M2 wires:
(6 px per um)
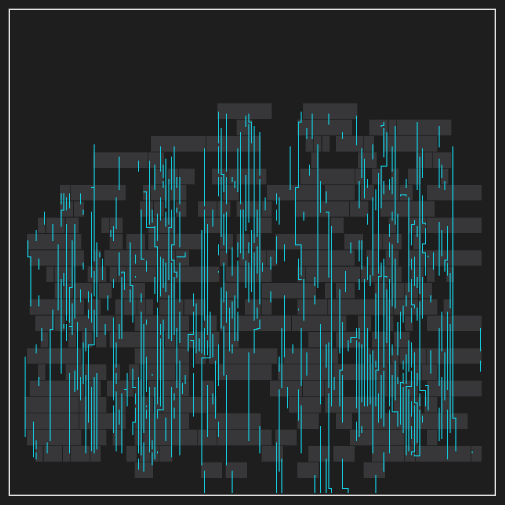
Cell classes on the final placement:
(4 px per um) Fill, decap, tap and diode cells in grey.
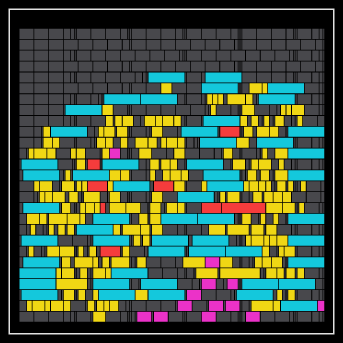
I/O nets highlighted:
(4 px per um)
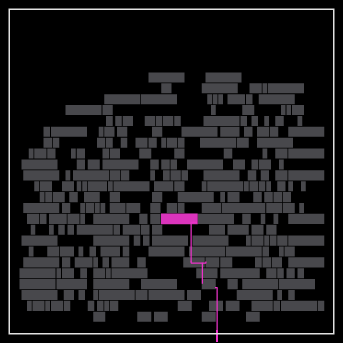
Clock distribution:
(6 px per um)
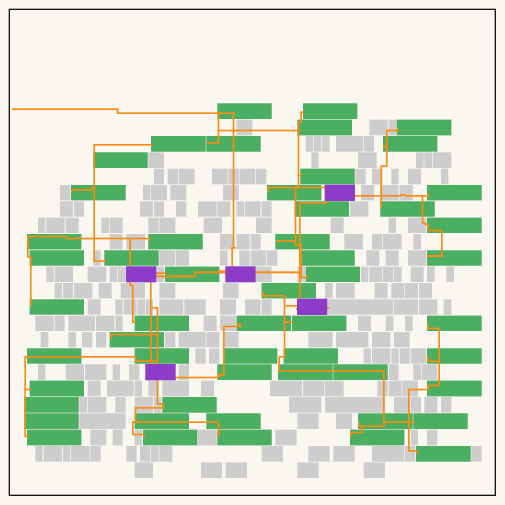
**src/rtl/fsm_io_pkg.sv**
```systemverilog
// Shared constants, helpers and state encodings for the FSM/sequence-detector input front end.
//   SYS_CLK_TICK_DIV : default clk cycles per sample strobe
//   DEBOUNCE_DEFAULT : default debounce length in clk cycles
//   cnt_width()      : counter width able to hold 0..n-1
//   deb_state_e      : debouncer state encoding
package fsm_io_pkg;

    localparam int unsigned SYS_CLK_TICK_DIV = 40000000;
    localparam int unsigned DEBOUNCE_DEFAULT = 240000;

    // Width of a counter that runs 0..n-1; never narrower than one bit.
    function automatic int unsigned cnt_width(input int unsigned n);
        return (n < 2) ? 1 : $clog2(n);
    endfunction

    typedef enum logic {
        STABLE   = 1'b0,
        COUNTING = 1'b1
    } deb_state_e;

endpackage

```
**src/rtl/bit_sampler_if.sv**
```systemverilog
// Signal bundle between the bit sampler and its consumer.
//   en, x_raw          : consumer -> sampler (tick enable, raw switch level)
//   x_out              : debounced level
//   sample_tick        : one-clk strobe per sample period
//   x_sample, history  : last sampled bit and shift history (bit 0 newest)
//   tick_led           : toggles on every strobe
interface bit_sampler_if #(
    parameter int unsigned HIST_W = 4
);
    logic              en;
    logic              x_raw;
    logic              x_out;
    logic              sample_tick;
    logic              x_sample;
    logic [HIST_W-1:0] history;
    logic              tick_led;

    modport master (
        output en,
        output x_raw,
        input  x_out,
        input  sample_tick,
        input  x_sample,
        input  history,
        input  tick_led
    );

    modport slave (
        input  en,
        input  x_raw,
        output x_out,
        output sample_tick,
        output x_sample,
        output history,
        output tick_led
    );
endinterface

```
**src/rtl/bit_sampler_debounce.sv**
```systemverilog
// Two-flop synchroniser followed by a counting debouncer.
//   clk, rst_n : clock, asynchronous active-low reset
//   x_raw      : asynchronous raw level
//   x_out      : registered debounced level; follows the synchronised input
//                only after it has differed for DEBOUNCE_CYCLES consecutive edges
module bit_debounce
    import fsm_io_pkg::*;
#(
    parameter int unsigned DEBOUNCE_CYCLES = DEBOUNCE_DEFAULT
) (
    input  logic clk,
    input  logic rst_n,
    input  logic x_raw,
    output logic x_out
);

    localparam int unsigned CNT_W = cnt_width(DEBOUNCE_CYCLES);

    if (DEBOUNCE_CYCLES < 2) begin : g_bad_debounce
        $error("bit_debounce: DEBOUNCE_CYCLES must be >= 2");
    end

    logic             sync1_q;
    logic             sync2_q;
    logic             x_out_q;
    logic             x_out_d;
    logic [CNT_W-1:0] cnt_q;
    logic [CNT_W-1:0] cnt_d;
    deb_state_e       state_q;
    deb_state_e       state_d;

    logic differ_c;
    logic done_c;

    // The edge that first sees a difference is already a counting edge,
    // which gives the DEBOUNCE_CYCLES+2 step latency from x_raw.
    assign differ_c = (sync2_q != x_out_q);
    assign done_c   = (cnt_q == CNT_W'(DEBOUNCE_CYCLES - 1));

    // Synchroniser: the only flop that samples x_raw.
    always_ff @(posedge clk or negedge rst_n) begin
        if (!rst_n) begin
            sync1_q <= 1'b0;
            sync2_q <= 1'b0;
        end else begin
            sync1_q <= x_raw;
            sync2_q <= sync1_q;
        end
    end

    // State register with its counter and debounced output.
    always_ff @(posedge clk or negedge rst_n) begin
        if (!rst_n) begin
            state_q <= STABLE;
            cnt_q   <= '0;
            x_out_q <= 1'b0;
        end else begin
            state_q <= state_d;
            cnt_q   <= cnt_d;
            x_out_q <= x_out_d;
        end
    end

    // Next-state logic.
    always_comb begin
        state_d = state_q;
        case (state_q)
            STABLE: begin
                if (differ_c) begin
                    state_d = COUNTING;
                end
            end
            COUNTING: begin
                if (!differ_c || done_c) begin
                    state_d = STABLE;
                end
            end
            default: state_d = STABLE;
        endcase
    end

    // Counter and output update; any return to agreement discards the count.
    always_comb begin
        cnt_d   = '0;
        x_out_d = x_out_q;
        if (differ_c) begin
            if (done_c) begin
                x_out_d = sync2_q;
            end else begin
                cnt_d = cnt_q + CNT_W'(1);
            end
        end
    end

    assign x_out = x_out_q;

endmodule

```
**src/rtl/bit_sampler.sv**
```systemverilog
// Input front end: debounced switch level plus a slow sample strobe that
// captures one clean bit per period into x_sample and a shift history.
//   clk, rst_n : system clock, asynchronous active-low reset
//   io.en      : tick enable; low holds the divider at 0
//   io.x_raw   : asynchronous raw switch level
//   io.x_out, io.sample_tick, io.x_sample, io.history, io.tick_led : registered outputs
module bit_sampler
    import fsm_io_pkg::*;
#(
    parameter int unsigned DEBOUNCE_CYCLES = DEBOUNCE_DEFAULT,
    parameter int unsigned TICK_DIV        = SYS_CLK_TICK_DIV,
    parameter int unsigned HIST_W          = 4
) (
    input  logic          clk,
    input  logic          rst_n,
    bit_sampler_if.slave  io
);

    localparam int unsigned TICK_W = cnt_width(TICK_DIV);

    if (TICK_DIV < 2) begin : g_bad_tick
        $error("bit_sampler: TICK_DIV must be >= 2");
    end
    if (HIST_W < 2) begin : g_bad_hist
        $error("bit_sampler: HIST_W must be >= 2");
    end

    logic [TICK_W-1:0] tick_cnt_q;
    logic              sample_tick_q;
    logic              x_sample_q;
    logic [HIST_W-1:0] history_q;
    logic              tick_led_q;
    logic              deb_x_out;
    logic              wrap_c;

    bit_debounce #(
        .DEBOUNCE_CYCLES (DEBOUNCE_CYCLES)
    ) u_debounce (
        .clk   (clk),
        .rst_n (rst_n),
        .x_raw (io.x_raw),
        .x_out (deb_x_out)
    );

    assign wrap_c = io.en && (tick_cnt_q == TICK_W'(TICK_DIV - 1));

    // Sample period divider; the strobe is registered on the wrap edge.
    always_ff @(posedge clk or negedge rst_n) begin
        if (!rst_n) begin
            tick_cnt_q    <= '0;
            sample_tick_q <= 1'b0;
        end else if (!io.en) begin
            tick_cnt_q    <= '0;
            sample_tick_q <= 1'b0;
        end else if (wrap_c) begin
            tick_cnt_q    <= '0;
            sample_tick_q <= 1'b1;
        end else begin
            tick_cnt_q    <= tick_cnt_q + TICK_W'(1);
            sample_tick_q <= 1'b0;
        end
    end

    // Capture on the wrap edge; reads the debounced level before any
    // same-edge update, so a coinciding change shows up one period later.
    always_ff @(posedge clk or negedge rst_n) begin
        if (!rst_n) begin
            x_sample_q <= 1'b0;
            history_q  <= '0;
            tick_led_q <= 1'b0;
        end else if (wrap_c) begin
            x_sample_q <= deb_x_out;
            history_q  <= {history_q[HIST_W-2:0], deb_x_out};
            tick_led_q <= ~tick_led_q;
        end
    end

    assign io.x_out       = deb_x_out;
    assign io.sample_tick = sample_tick_q;
    assign io.x_sample    = x_sample_q;
    assign io.history     = history_q;
    assign io.tick_led    = tick_led_q;

endmodule

```
**src/flat_wrapper.sv**
```systemverilog
// flat-port wrapper written by rule: the top's interface ports become plain ports
module bit_sampler_flat import fsm_io_pkg::*;
#(
    parameter int unsigned DEBOUNCE_CYCLES = DEBOUNCE_DEFAULT,
    parameter int unsigned TICK_DIV        = SYS_CLK_TICK_DIV,
    parameter int unsigned HIST_W          = 4
)
  (clk, rst_n, io_en, io_x_raw, io_x_out, io_sample_tick, io_x_sample, io_history, io_tick_led);
  bit_sampler_if #(.HIST_W(HIST_W)) io_i ();
  input  logic clk;
  input  logic rst_n;
  input wire logic [$bits(io_i.en)-1:0] io_en;
  input wire logic [$bits(io_i.x_raw)-1:0] io_x_raw;
  output wire logic [$bits(io_i.x_out)-1:0] io_x_out;
  output wire logic [$bits(io_i.sample_tick)-1:0] io_sample_tick;
  output wire logic [$bits(io_i.x_sample)-1:0] io_x_sample;
  output wire logic [$bits(io_i.history)-1:0] io_history;
  output wire logic [$bits(io_i.tick_led)-1:0] io_tick_led;
  assign io_i.en = io_en;
  assign io_i.x_raw = io_x_raw;
  assign io_x_out = io_i.x_out;
  assign io_sample_tick = io_i.sample_tick;
  assign io_x_sample = io_i.x_sample;
  assign io_history = io_i.history;
  assign io_tick_led = io_i.tick_led;
  bit_sampler #(.DEBOUNCE_CYCLES(DEBOUNCE_CYCLES), .TICK_DIV(TICK_DIV), .HIST_W(HIST_W)) u_core (.clk(clk), .rst_n(rst_n), .io(io_i));
endmodule
```
**config.mk**
```make
export PLATFORM = sky130hd
export DESIGN_NAME = bit_sampler_flat
export DESIGN_NICKNAME = d
export VERILOG_FILES = /design/src/rtl/fsm_io_pkg.sv /design/src/rtl/bit_sampler_if.sv /design/src/rtl/bit_sampler_debounce.sv /design/src/rtl/bit_sampler.sv /design/src/flat_wrapper.sv
export SDC_FILE = /design/constraint.sdc
export NUM_CORES = 1
export LEC_CHECK = 0
export CAP_MARGIN = 0
export CORE_MARGIN = 2
export CORE_UTILIZATION = 45
export CTS_CLUSTER_SIZE = 16
export DETAILED_ROUTE_END_ITERATION = 10
export MAX_ROUTING_LAYER = met4
export PLACE_DENSITY_LB_ADDON = 0.3
export SLEW_MARGIN = 25
export SYNTH_ARGS = -nofsm -noshare
export SYNTH_HDL_FRONTEND = slang
export SYNTH_SLANG_ARGS = --single-unit
```
**constraint.sdc**
```tcl
create_clock -name clk -period 4.5 [get_ports clk]
set_input_delay 0.9 -clock clk [delete_from_list [all_inputs] [get_ports clk]]
set_output_delay 0.9 -clock clk [all_outputs]
set_load 0.01 [all_outputs]
```
==> results_dict.tcl <==
# metrics dict for downstream scripts
set metrics [dict create \
    status "complete, no violations" \
    p_comb_w 0.0000289 \
    crit_path_max_fanout 17 \
    final_common_cell "dfrtp_1" \
    p_sw_w 0.000176 \
    p_comb_share_pct 3.5 \
    hold_ws_ns 0.359 \
    busiest_layer "met2" \
    clk_transition_reported_paths_ns 0.09 \
    top_power_group "registers" \
    ys_sh_xor_pct 8.58 \
    area_leaders "dfrtp_1 50%, xnor2_1 4.3%, xor2_1 4.3%" \
    p_int_w 0.000657 \
    wl_met2_um 2510 \
    grt_use_met1_pct 19.1 \
    pwr-share-seq_pct 58.4 \
    design_area_mm2 0.00292 \
    ys_seq_share_pct 50.0 \
    synthCells 257 \
    finalCriticalPeriod_ns 2.63 \
    hold_buffers 0 \
    drv_slew 0 \
    cp_top_family "buffers and inverters" \
    rsz0062_at_grt "no" \
    cts.path.max_buffers 2 \
    reg2reg_setup_slack_ns 2.22 \
    layout_setup_ws_ns 1.87 \
    dp_hpwl_um 3480 \
    stdcell_count 339 \
    synth.net_count 264 \
    cp_cell_sequence "clkdlybuf4s50_1, and4b_1, nand3_1, o31ai_2, buf_4, nor2_1" \
    ctsRootBufferMaster "clkbuf_8" \
    placed_cells 331 \
    cts_made_buffers 5 \
    grtUsageTotal_pct 17.1 \
    highest_layer "met4" \
    ys_sh_mux_pct 2.69 \
    diodes 0 \
    dieArea_mm2 0.00652 \
    crit_required_ns 4.68 \
    finalCritPeriodShare_pct 58.5 \
    whs_endpoint "u_core.u_debounce.sync2_q$_DFF_PN0_" \
    core_util_floorplan_pct 47.3 \
    vdd_drop_max_mv 0.215 \
    wl_per_cell_um 14.3 \
    largest_area_cell "dfrtp_1" \
    r2r_end "u_core.u_debounce.cnt_q[17]$_DFF_PN0_" \
    endpoint "u_core.tick_cnt_q[0]$_DFF_PN0_" \
    fillCellCount 512 \
    rr_startpoint "u_core.u_debounce.cnt_q[7]$_DFF_PN0_" \
    ys_sh_simple_pct 25.6 \
    ff_type "dfrtp_1" \
    path_class "in2reg" \
    arrival_ns 2.81 \
    critPathBufInv 2 \
    top_cell "dfrtp_1" \
    crit_slowest_cell "o31ai_2" \
    ys_types 38 \
    worstMarginPinSlew_ns 0.921 \
    logic_family "simple AND/OR/NAND/NOR gates" \
    finalHoldViolCount 0 \
    min_from "u_core.u_debounce.sync1_q$_DFF_PN0_" \
    drc_errors 0 \
    wl_met1_um 2190 \
    p_sw_share_pct 21.1 \
    dr_wl_met3_um 85 \
    netlist_area_mm2 0.00265 \
    place_congestion 0.766 \
    grt_antenna_before_repair 0 \
    synth.avg_cell_area_um2 10.3 \
    setup_viol 0 \
    post_cts.repair.setup_buffers 0 \
]
-- 'M2 wires' (at the start) --
230 nets have wire on it. The wires run mostly vertical. The layer carries 2510 um of wire.
met2 Track Usage GR: 30.7%
Post-Route WL: 4840 um
via count: 1906

-- 'cell classes on the final placement' (at the start) --
Key: red = clock drivers and dummy loads [cells 8, share of their area 3.9%]; magenta = remaining buffers and delay cells [cells 13, share of their area 4.3%]; cyan = registers [cells 53, share of their area 47%]; yellow = remaining logic cells [cells 193, share of their area 45%]
core area: 0.00561 mm2
Final Core Density: 52.0%
# rows: 27
flop share of the area: 45.5%

-- 'I/O nets highlighted' (at the start) --
Key: magenta = `io_x_sample` [bits 1, direction output, end cells 1, wire 32.2 um]
Ports: 12
port buffer count: 11

-- 'clock distribution' (at the start) --
Key: purple = clock-net drivers [count 5]; green = flip-flops [count 53]; orange = clock wires [length 564 um]
There are 6 routed clock nets.
clk pwr: 0.000317 W
Late-Pin Clk Latency: 0.30 ns
clock power share: 38.1%
Setup Skew: 0.00727 ns

[worst reg2reg max path, stage by stage (launching register included)]
cell and delay [ns]:
dfrtp_1 0.45, nand4bb_1 0.21, or4_1 0.56, o41ai_4 0.77
a21oi_1 0.13
[flip-flops by register name (all words and copies together) (netlist names)]
name	flops
u_core.u_debounce.cnt_q	18
u_core.u_debounce.x_out	1
u_core.io.sample_tick	1
u_core.u_debounce.sync1_q	1
u_core.io.tick_led	1
u_core.u_debounce.sync2_q	1
u_core.tick_cnt_q	26
u_core.io.history	4
[area by class of cell]
cell class,instances,share of cell area (%)
Sequential cell,53,45.5
Timing Repair Buffer,13,4.12
Clock buffer,6,2.49
Multi-Input combinational cell,187,42.7
Clock inverter,2,1.33
Tap cell,72,3.09
Inverter,6,0.773
Power figures rest on the tool's default switching activity, not on a simulated workload.
